[src/rtl/seq_mem_arbiter_2p.sv]
// -----------------------------------------------------------------------------
// seq_mem_arbiter_2p
//
// Purpose:
//   Shares one single-port sequential memory (1-cycle latency, read_en /
//   write_en / addr0 / in -> out, read_done, write_done) between two
//   requesters that use a level go / pulse done handshake. Requests are
//   arbitrated round-robin and each access is serialised through a
//   four-state FSM (IDLE -> ISSUE -> WAIT -> RESP). Read results are returned
//   on a private per-port register that only that port's reads update.
//
// Parameters:
//   WIDTH     data width (matches the memory WIDTH)
//   IDX_SIZE  address width (matches the memory IDX_SIZE)
//   STAT_W    grant-counter width (only meaningful with SEQ_ARB_STATS_EN)
//
// Ports:
//   clk, reset          clock; asynchronous active-high reset
//   goN, weN, addrN,    requester N: level request held until doneN,
//   wdataN              1=write/0=read, address and write data
//   doneN               one-cycle completion pulse for requester N
//   rdataN              last read result for requester N
//   mem_addr0, mem_in,  registered address / data and one-cycle
//   mem_read_en,        read / write strobes to the memory
//   mem_write_en
//   mem_out,            memory read data and completion flags
//   mem_read_done,
//   mem_write_done
//   grant_cnt0/1        saturating per-port grant counters
//                       (present only when SEQ_ARB_STATS_EN is defined)
//
// Configuration macro:
//   SEQ_ARB_STATS_EN    adds the grant_cnt0 / grant_cnt1 outputs.
// -----------------------------------------------------------------------------
module seq_mem_arbiter_2p #(
    parameter int WIDTH    = 32,
    parameter int IDX_SIZE = 2,
    parameter int STAT_W   = 16
) (
    input  logic                clk,
    input  logic                reset,

    input  logic                go0,
    input  logic                we0,
    input  logic [IDX_SIZE-1:0] addr0,
    input  logic [WIDTH-1:0]    wdata0,
    output logic                done0,
    output logic [WIDTH-1:0]    rdata0,

    input  logic                go1,
    input  logic                we1,
    input  logic [IDX_SIZE-1:0] addr1,
    input  logic [WIDTH-1:0]    wdata1,
    output logic                done1,
    output logic [WIDTH-1:0]    rdata1,

    output logic [IDX_SIZE-1:0] mem_addr0,
    output logic [WIDTH-1:0]    mem_in,
    output logic                mem_read_en,
    output logic                mem_write_en,
    input  logic [WIDTH-1:0]    mem_out,
    input  logic                mem_read_done,
    input  logic                mem_write_done
`ifdef SEQ_ARB_STATS_EN
    ,
    output logic [STAT_W-1:0]   grant_cnt0,
    output logic [STAT_W-1:0]   grant_cnt1
`endif
);

    // Elaboration-time sanity check on the configuration.
    if (WIDTH < 1 || IDX_SIZE < 1 || STAT_W < 1) begin : g_bad_params
        $error("seq_mem_arbiter_2p: WIDTH, IDX_SIZE and STAT_W must be positive");
    end

    typedef enum logic [1:0] {
        S_IDLE  = 2'd0,
        S_ISSUE = 2'd1,
        S_WAIT  = 2'd2,
        S_RESP  = 2'd3
    } state_t;

    state_t              state_q, state_d;

    // Granted port and round-robin pointer (value = port currently favoured).
    logic                grant_q, grant_d;
    logic                rr_q, rr_d;

    // Latched access description for the granted port.
    logic                we_q, we_d;
    logic [IDX_SIZE-1:0] mem_addr_q, mem_addr_d;
    logic [WIDTH-1:0]    mem_in_q, mem_in_d;

    // Per-port read-result registers.
    logic [WIDTH-1:0]    rdata0_q, rdata0_d;
    logic [WIDTH-1:0]    rdata1_q, rdata1_d;

    logic                any_req;
    logic                pick;
    logic                op_done;

    assign any_req = go0 | go1;

    // With both requests up the rr pointer decides; otherwise the sole
    // requester wins (go1 alone -> 1, go0 alone -> 0).
    assign pick = (go0 && go1) ? rr_q : go1;

    // Only the completion flag of the issued operation matters; the other
    // one is ignored even if the memory happens to raise it.
    assign op_done = we_q ? mem_write_done : mem_read_done;

    // ---------------------------------------------------------------------
    // FSM state register
    // ---------------------------------------------------------------------
    always_ff @(posedge clk or posedge reset) begin
        if (reset) begin
            state_q <= S_IDLE;
        end else begin
            state_q <= state_d;
        end
    end

    // ---------------------------------------------------------------------
    // FSM next-state logic
    // ---------------------------------------------------------------------
    always_comb begin
        state_d = state_q;
        case (state_q)
            S_IDLE:  if (any_req) state_d = S_ISSUE;
            S_ISSUE: state_d = S_WAIT;
            S_WAIT:  if (op_done) state_d = S_RESP;
            S_RESP:  state_d = S_IDLE;
            default: state_d = S_IDLE;
        endcase
    end

    // ---------------------------------------------------------------------
    // FSM outputs: strobes in ISSUE, completion pulse in RESP
    // ---------------------------------------------------------------------
    always_comb begin
        mem_read_en  = 1'b0;
        mem_write_en = 1'b0;
        done0        = 1'b0;
        done1        = 1'b0;
        case (state_q)
            S_ISSUE: begin
                mem_read_en  = ~we_q;
                mem_write_en = we_q;
            end
            S_RESP: begin
                done0 = ~grant_q;
                done1 = grant_q;
            end
            default: begin
            end
        endcase
    end

    // ---------------------------------------------------------------------
    // Datapath next-state: grant latch, read capture, rr update
    // ---------------------------------------------------------------------
    always_comb begin
        grant_d    = grant_q;
        rr_d       = rr_q;
        we_d       = we_q;
        mem_addr_d = mem_addr_q;
        mem_in_d   = mem_in_q;
        rdata0_d   = rdata0_q;
        rdata1_d   = rdata1_q;

        if (state_q == S_IDLE && any_req) begin
            grant_d    = pick;
            we_d       = pick ? we1    : we0;
            mem_addr_d = pick ? addr1  : addr0;
            mem_in_d   = pick ? wdata1 : wdata0;
        end

        // Only reads touch rdataN, so a write that disturbs mem_out can
        // never leak into a requester's result register.
        if (state_q == S_WAIT && op_done && !we_q) begin
            if (grant_q) begin
                rdata1_d = mem_out;
            end else begin
                rdata0_d = mem_out;
            end
        end

        if (state_q == S_RESP) begin
            rr_d = ~grant_q;
        end
    end

    always_ff @(posedge clk or posedge reset) begin
        if (reset) begin
            grant_q    <= 1'b0;
            rr_q       <= 1'b0;
            we_q       <= 1'b0;
            mem_addr_q <= '0;
            mem_in_q   <= '0;
            rdata0_q   <= '0;
            rdata1_q   <= '0;
        end else begin
            grant_q    <= grant_d;
            rr_q       <= rr_d;
            we_q       <= we_d;
            mem_addr_q <= mem_addr_d;
            mem_in_q   <= mem_in_d;
            rdata0_q   <= rdata0_d;
            rdata1_q   <= rdata1_d;
        end
    end

    assign mem_addr0 = mem_addr_q;
    assign mem_in    = mem_in_q;
    assign rdata0    = rdata0_q;
    assign rdata1    = rdata1_q;

`ifdef SEQ_ARB_STATS_EN
    // ---------------------------------------------------------------------
    // Saturating grant counters, bumped on the WAIT -> RESP transition
    // ---------------------------------------------------------------------
    localparam logic [STAT_W-1:0] STAT_ONE = STAT_W'(1);

    logic              resp_entry;
    logic [STAT_W-1:0] grant_cnt0_q, grant_cnt0_d;
    logic [STAT_W-1:0] grant_cnt1_q, grant_cnt1_d;

    assign resp_entry = (state_q == S_WAIT) && op_done;

    always_comb begin
        grant_cnt0_d = grant_cnt0_q;
        grant_cnt1_d = grant_cnt1_q;
        if (resp_entry) begin
            if (!grant_q && grant_cnt0_q != '1) begin
                grant_cnt0_d = grant_cnt0_q + STAT_ONE;
            end
            if (grant_q && grant_cnt1_q != '1) begin
                grant_cnt1_d = grant_cnt1_q + STAT_ONE;
            end
        end
    end

    always_ff @(posedge clk or posedge reset) begin
        if (reset) begin
            grant_cnt0_q <= '0;
            grant_cnt1_q <= '0;
        end else begin
            grant_cnt0_q <= grant_cnt0_d;
            grant_cnt1_q <= grant_cnt1_d;
        end
    end

    assign grant_cnt0 = grant_cnt0_q;
    assign grant_cnt1 = grant_cnt1_q;
`endif

endmodule

[config.mk]
export PLATFORM = sky130hd
export DESIGN_NAME = seq_mem_arbiter_2p
export DESIGN_NICKNAME = d
export VERILOG_FILES = /design/src/rtl/seq_mem_arbiter_2p.sv
export SDC_FILE = /design/constraint.sdc
export NUM_CORES = 1
export LEC_CHECK = 0
export ABC_CLOCK_PERIOD_IN_PS = 10200
export CAP_MARGIN = 20
export CORE_MARGIN = 3
export CORE_UTILIZATION = 44
export DETAILED_ROUTE_END_ITERATION = 10
export PLACE_DENSITY = 0.84
export SLEW_MARGIN = 10
export SYNTH_ARGS = -nofsm -noshare
export SYNTH_HDL_FRONTEND = slang
export SYNTH_SLANG_ARGS = --single-unit
[constraint.sdc]
create_clock -name clk -period 10.2 [get_ports clk]
set_clock_uncertainty 0.15 [all_clocks]
set_input_delay 2.04 -clock clk [delete_from_list [all_inputs] [get_ports clk]]
set_output_delay 2.04 -clock clk [all_outputs]
set_load 0.05 [all_outputs]
Logic cells by family:
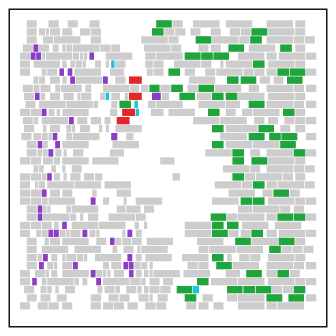
[red] fa/ha/maj cells | cells: 4 | most used: ha_1
[green] mux cells | cells: 66
[purple] nand cells | cells: 38 | most used: nand3_1
[cyan] inv cells | cells: 5 | most used: inv_1
fraction of area in multi-input gates: 0.251
most instantiated logic cell after routing: clkdlybuf4s50_1
fin cells: 698

Met2 routing:
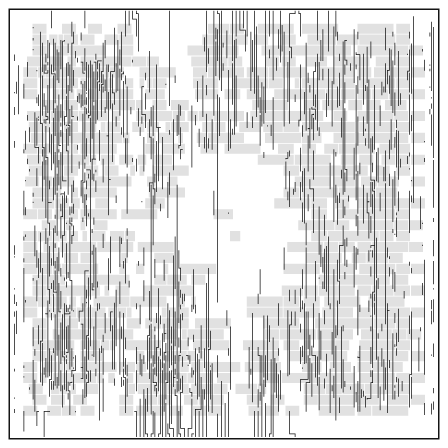
main direction: vertical
longest straight run: 51.7 um
wire length on this layer: 5960 um
share of all routed wire: 47%
nets with wire on the layer: 599
vias after detailed routing: 3663
met2 capacity usage during global routing: 0.357

==> Table 3: Implementation characteristics <==
Table: implementation figures

Parameter                              Value

Outcome
  Status .................. completed

Cells and area
  Layout area overhead .................. 53.0%
  Fraction of final layout cells sized beyond drive strength 1 .................. 0.149
  Antenna Cells .................. 0
  Post-route cell area .................. just under 0.007 mm^2
  Leading cell types in the layout, fill and taps excluded .................. clkdlybuf4s50_1, dfrtp_1, nor2_1, nand3_1, a31oi_1
  Final-stage net count .................. 672

Power
  Reported leakage power .................. about 2.9 nW
  Peak ir drop on the vdd network .................. 0.204 mV
  Power density over the cells .................. 375 mW/mm^2
  Power consumption .................. 2.56 mW

Floorplanning
  Area of the core .................. 0.00982 mm^2
  Die area .................. about 0.011 mm^2
  Y dimension of the die .................. 107 um
  DIE WIDTH .................. around 110 um
  Floorplan core density .................. 0.454
  Number of top-level pins .................. 210
  Total number of placement rows .................. 36

Setup path
  Worst Setup Start Kind .................. register
  Crit Path Category .................. reg -> out
  Highest-delay cell along the critical path .................. clkdlybuf4s50_1
  Arrival time at the worst endpoint .................. 1.95 ns
  Worst-path maximum fanout .................. 4
  Worst-path cell chain .................. ha_1, and2_1, clkdlybuf4s50_1
  Largest stage delay on the critical path .................. between 0.8 and 0.9 ns
  Type of destination of the critical path .................. output port
  Buffers & Inverters on Critical Path .................. 1
  Dominant delay contributor by cell family on the critical path .................. buffers and inverters
  Required time of the worst setup path .................. 8.01 ns
  Setup slack of the worst register-to-register path .................. 8.05 ns

Synthesis
  Number of distinct standard cells referenced by the synthesized netlist .................. 24
  Yosys stat chip area .................. 0.00446 mm^2
  Yosys xor share .................. 0
  Share of async-settable or async-resettable flops after synthesis .................. 1.00
  Sequential element share of the synthesized area .................. 0.578
  Post-synthesis instance total .................. 363
  Most used flip-flop cell after synthesis .................. dfrtp_1
  Syn_area_per_cell .................. 12.3 um^2
  Number of cells in the yosys synthesis report .................. 363
  Yosys adder share .................. 0.0112
  Post-Syn Nets .................. approximately 480
  Largest non-sequential cell family by area .................. multiplexers
  Post-synthesis instance area .................. around 0.0045 mm^2
  Registers, synthesis .................. approximately 100
  Tally of yosys warning messages .................. 0
  Fraction of synthesized area in multiplexers .................. 0.192
  Simple-gate share of the synthesized area .................. 0.0861
  Number of enable flip-flop cells .................. 0
  AO/OA Area Share .................. 0.0948

Final timing
  Shortest period the worst path allows .................. 4.14 ns
  Post-Route Setup TNS .................. 0 ns
  Hold Violations, Final .................. 0
  Final tally of setup violations .................. 0
  Top achievable clock speed .................. 0.241 GHz
  Final critical-path share of the clock period .................. 0.406
  Worst-case hold slack .................. 0.354 ns
  RSZ-0062 raised after global routing .................. false
  Normalized max-slew margin .................. 0.325
  Max-slew violation total from the final report .................. 0
  Worst-Margin Slew .................. 1.01 ns

Route
  Via-per-instance ratio .................. 5.25
  Remaining design rule violation count .................. 0
  Antenna viol nets, final .................. 0
  Routed WL per cell .................. roughly 18 um
  Routed WL .................. 12600 um
  Pre-antenna DRT Iters .................. 4
  First-iteration detailed-routing DRC count .................. 132

Flow run
  Max-cap check violation count .................. 0
  Count of tool warnings .................. 29

Placement
  DP Area .................. 0.00661 mm^2
  Port buffer count .................. 209
  DP HPWL .................. 9150 um
  Placer's final routability congestion estimate .................. 0.808

Worst hold path
  Class of the tightest hold or removal check .................. reg -> reg

Clocking
  CTS tree .................. yes
  H-tree level count .................. 3
  Clk Latency, worst-skew pair .................. 0.36 ns
  CTS Hold Buffers Added .................. 0
  Post-CTS setup buffers .................. 0
  Clock sink count .................. 103
  Number of buffers created by CTS .................. 9
  Root cell of the clock tree .................. clkbuf_8
  Clock transition at path regs .................. 0.10 ns
  Count of instances resized after the clock tree is built .................. 0
  Clock buffer depth .................. 2

Global route
  Aggregate global-route resource usage .................. 0.217
  Number of antenna violations at the first check in global routing .................. 0
  Global-route wire length before repair .................. 19500 um
  Largest net degree at the start of global routing .................. between 70 and 80
  Remaining global-route overflow .................. 0
  Number of global-route vias before repair .................. 3769
-- state kept, by name, summed over array words and instances, names as in the netlist --
register   flops
mem_addr0      2
mem_in        32
rr_q           1
rdata1        32
rdata0        32
we_q           1
state_q        2
grant_q        1
-- cell type report --
class                   count  area [um^2]
fillers                   702         3000
flip-flops and latches    103         2580
repair buffers            215         2150
multi-input cells         226         1710
well taps                 133          166
clock buffers              10          128
clock inverters             6         68.8
inverters                   5         21.3
-- cell families (layout without fill, tap and decap cells) --
logic type | Yosys count | count (layout)
buffers and inverters | 34 | 236
multiplexers | 66 | 66
flip-flops | 103 | 103
AND/OR/NAND/NOR | 82 | 82
AND-OR/OR-AND | 74 | 74
adder cells (fa/ha/maj) | 4 | 4
-- where the power goes --
part | internal (mW) | switching (mW) | leakage [nW] | total (mW)
registers | 0.611 | 0.121 | 1.23 | 0.733
clock network | 0.115 | 0.141 | 0.0973 | 0.256
logic | 0.579 | 0.991 | 1.52 | 1.57
total | 1.31 | 1.25 | 2.85 | 2.56
-- metal layers --
metal / track usage / up-vias / share of wire
met3: 0.0861 / 15 / 0.11
met2: 0.357 / 196 / 0.47
met4: 0.0731 / 0 / 0.018
met5: 0 / - / 0
li1: - / 1682 / -
met1: 0.261 / 1770 / 0.40
-- path summary, 6_finish.rpt --
path | start | to | depth (start not counted)
max | state_q[0] | done1 | 3
min | rdata1[6] | rdata1[6] | 1
max reg2reg | state_q[0] | rdata0[30] | 5
min reg2reg | rdata1[6] | rdata1[6] | 1
max in group asynchronous | reset | rdata1[24] | 3
min in group asynchronous | reset | mem_in[24] | 2
-- cells in the mapped netlist, types with 2 or more instances --
cell | instances | area share
dfrtp_1 | 103 | 0.58
nor2_1 | 38 | 0.032
nand3_1 | 36 | 0.040
a31oi_1 | 35 | 0.049
o21ai_0 | 33 | 0.037
mux2_2 | 30 | 0.076
mux2_4 | 30 | 0.10
clkbuf_1 | 15 | 0.013
buf_2 | 10 | 0.011
inv_1 | 5 | 0.0042
mux2_1 | 5 | 0.013
buf_6 | 4 | 0.010
ha_1 | 4 | 0.011
o21ai_1 | 3 | 0.0034
and2_1 | 2 | 0.0028
and2b_1 | 2 | 0.0034
-- worst register-to-register path, stage by stage (launching register included) --
cell	delay (ns)
dfrtp_1	0.43
inv_1	0.09
ha_1	0.21
and4bb_2	0.23
buf_4	0.48
mux2_2	0.44
-- per-stage QoR --
step,cells,setup slack (ns),util
final,698,6.06,0.695
after global routing,698,5.93,0.695
after CTS,697,6.04,0.693
after detailed placement,681,5.79,0.673
after global placement,681,5.89,0.673
after floorplan,363,5.31,-
Power figures rest on the tool's default switching activity, not on a simulated workload.
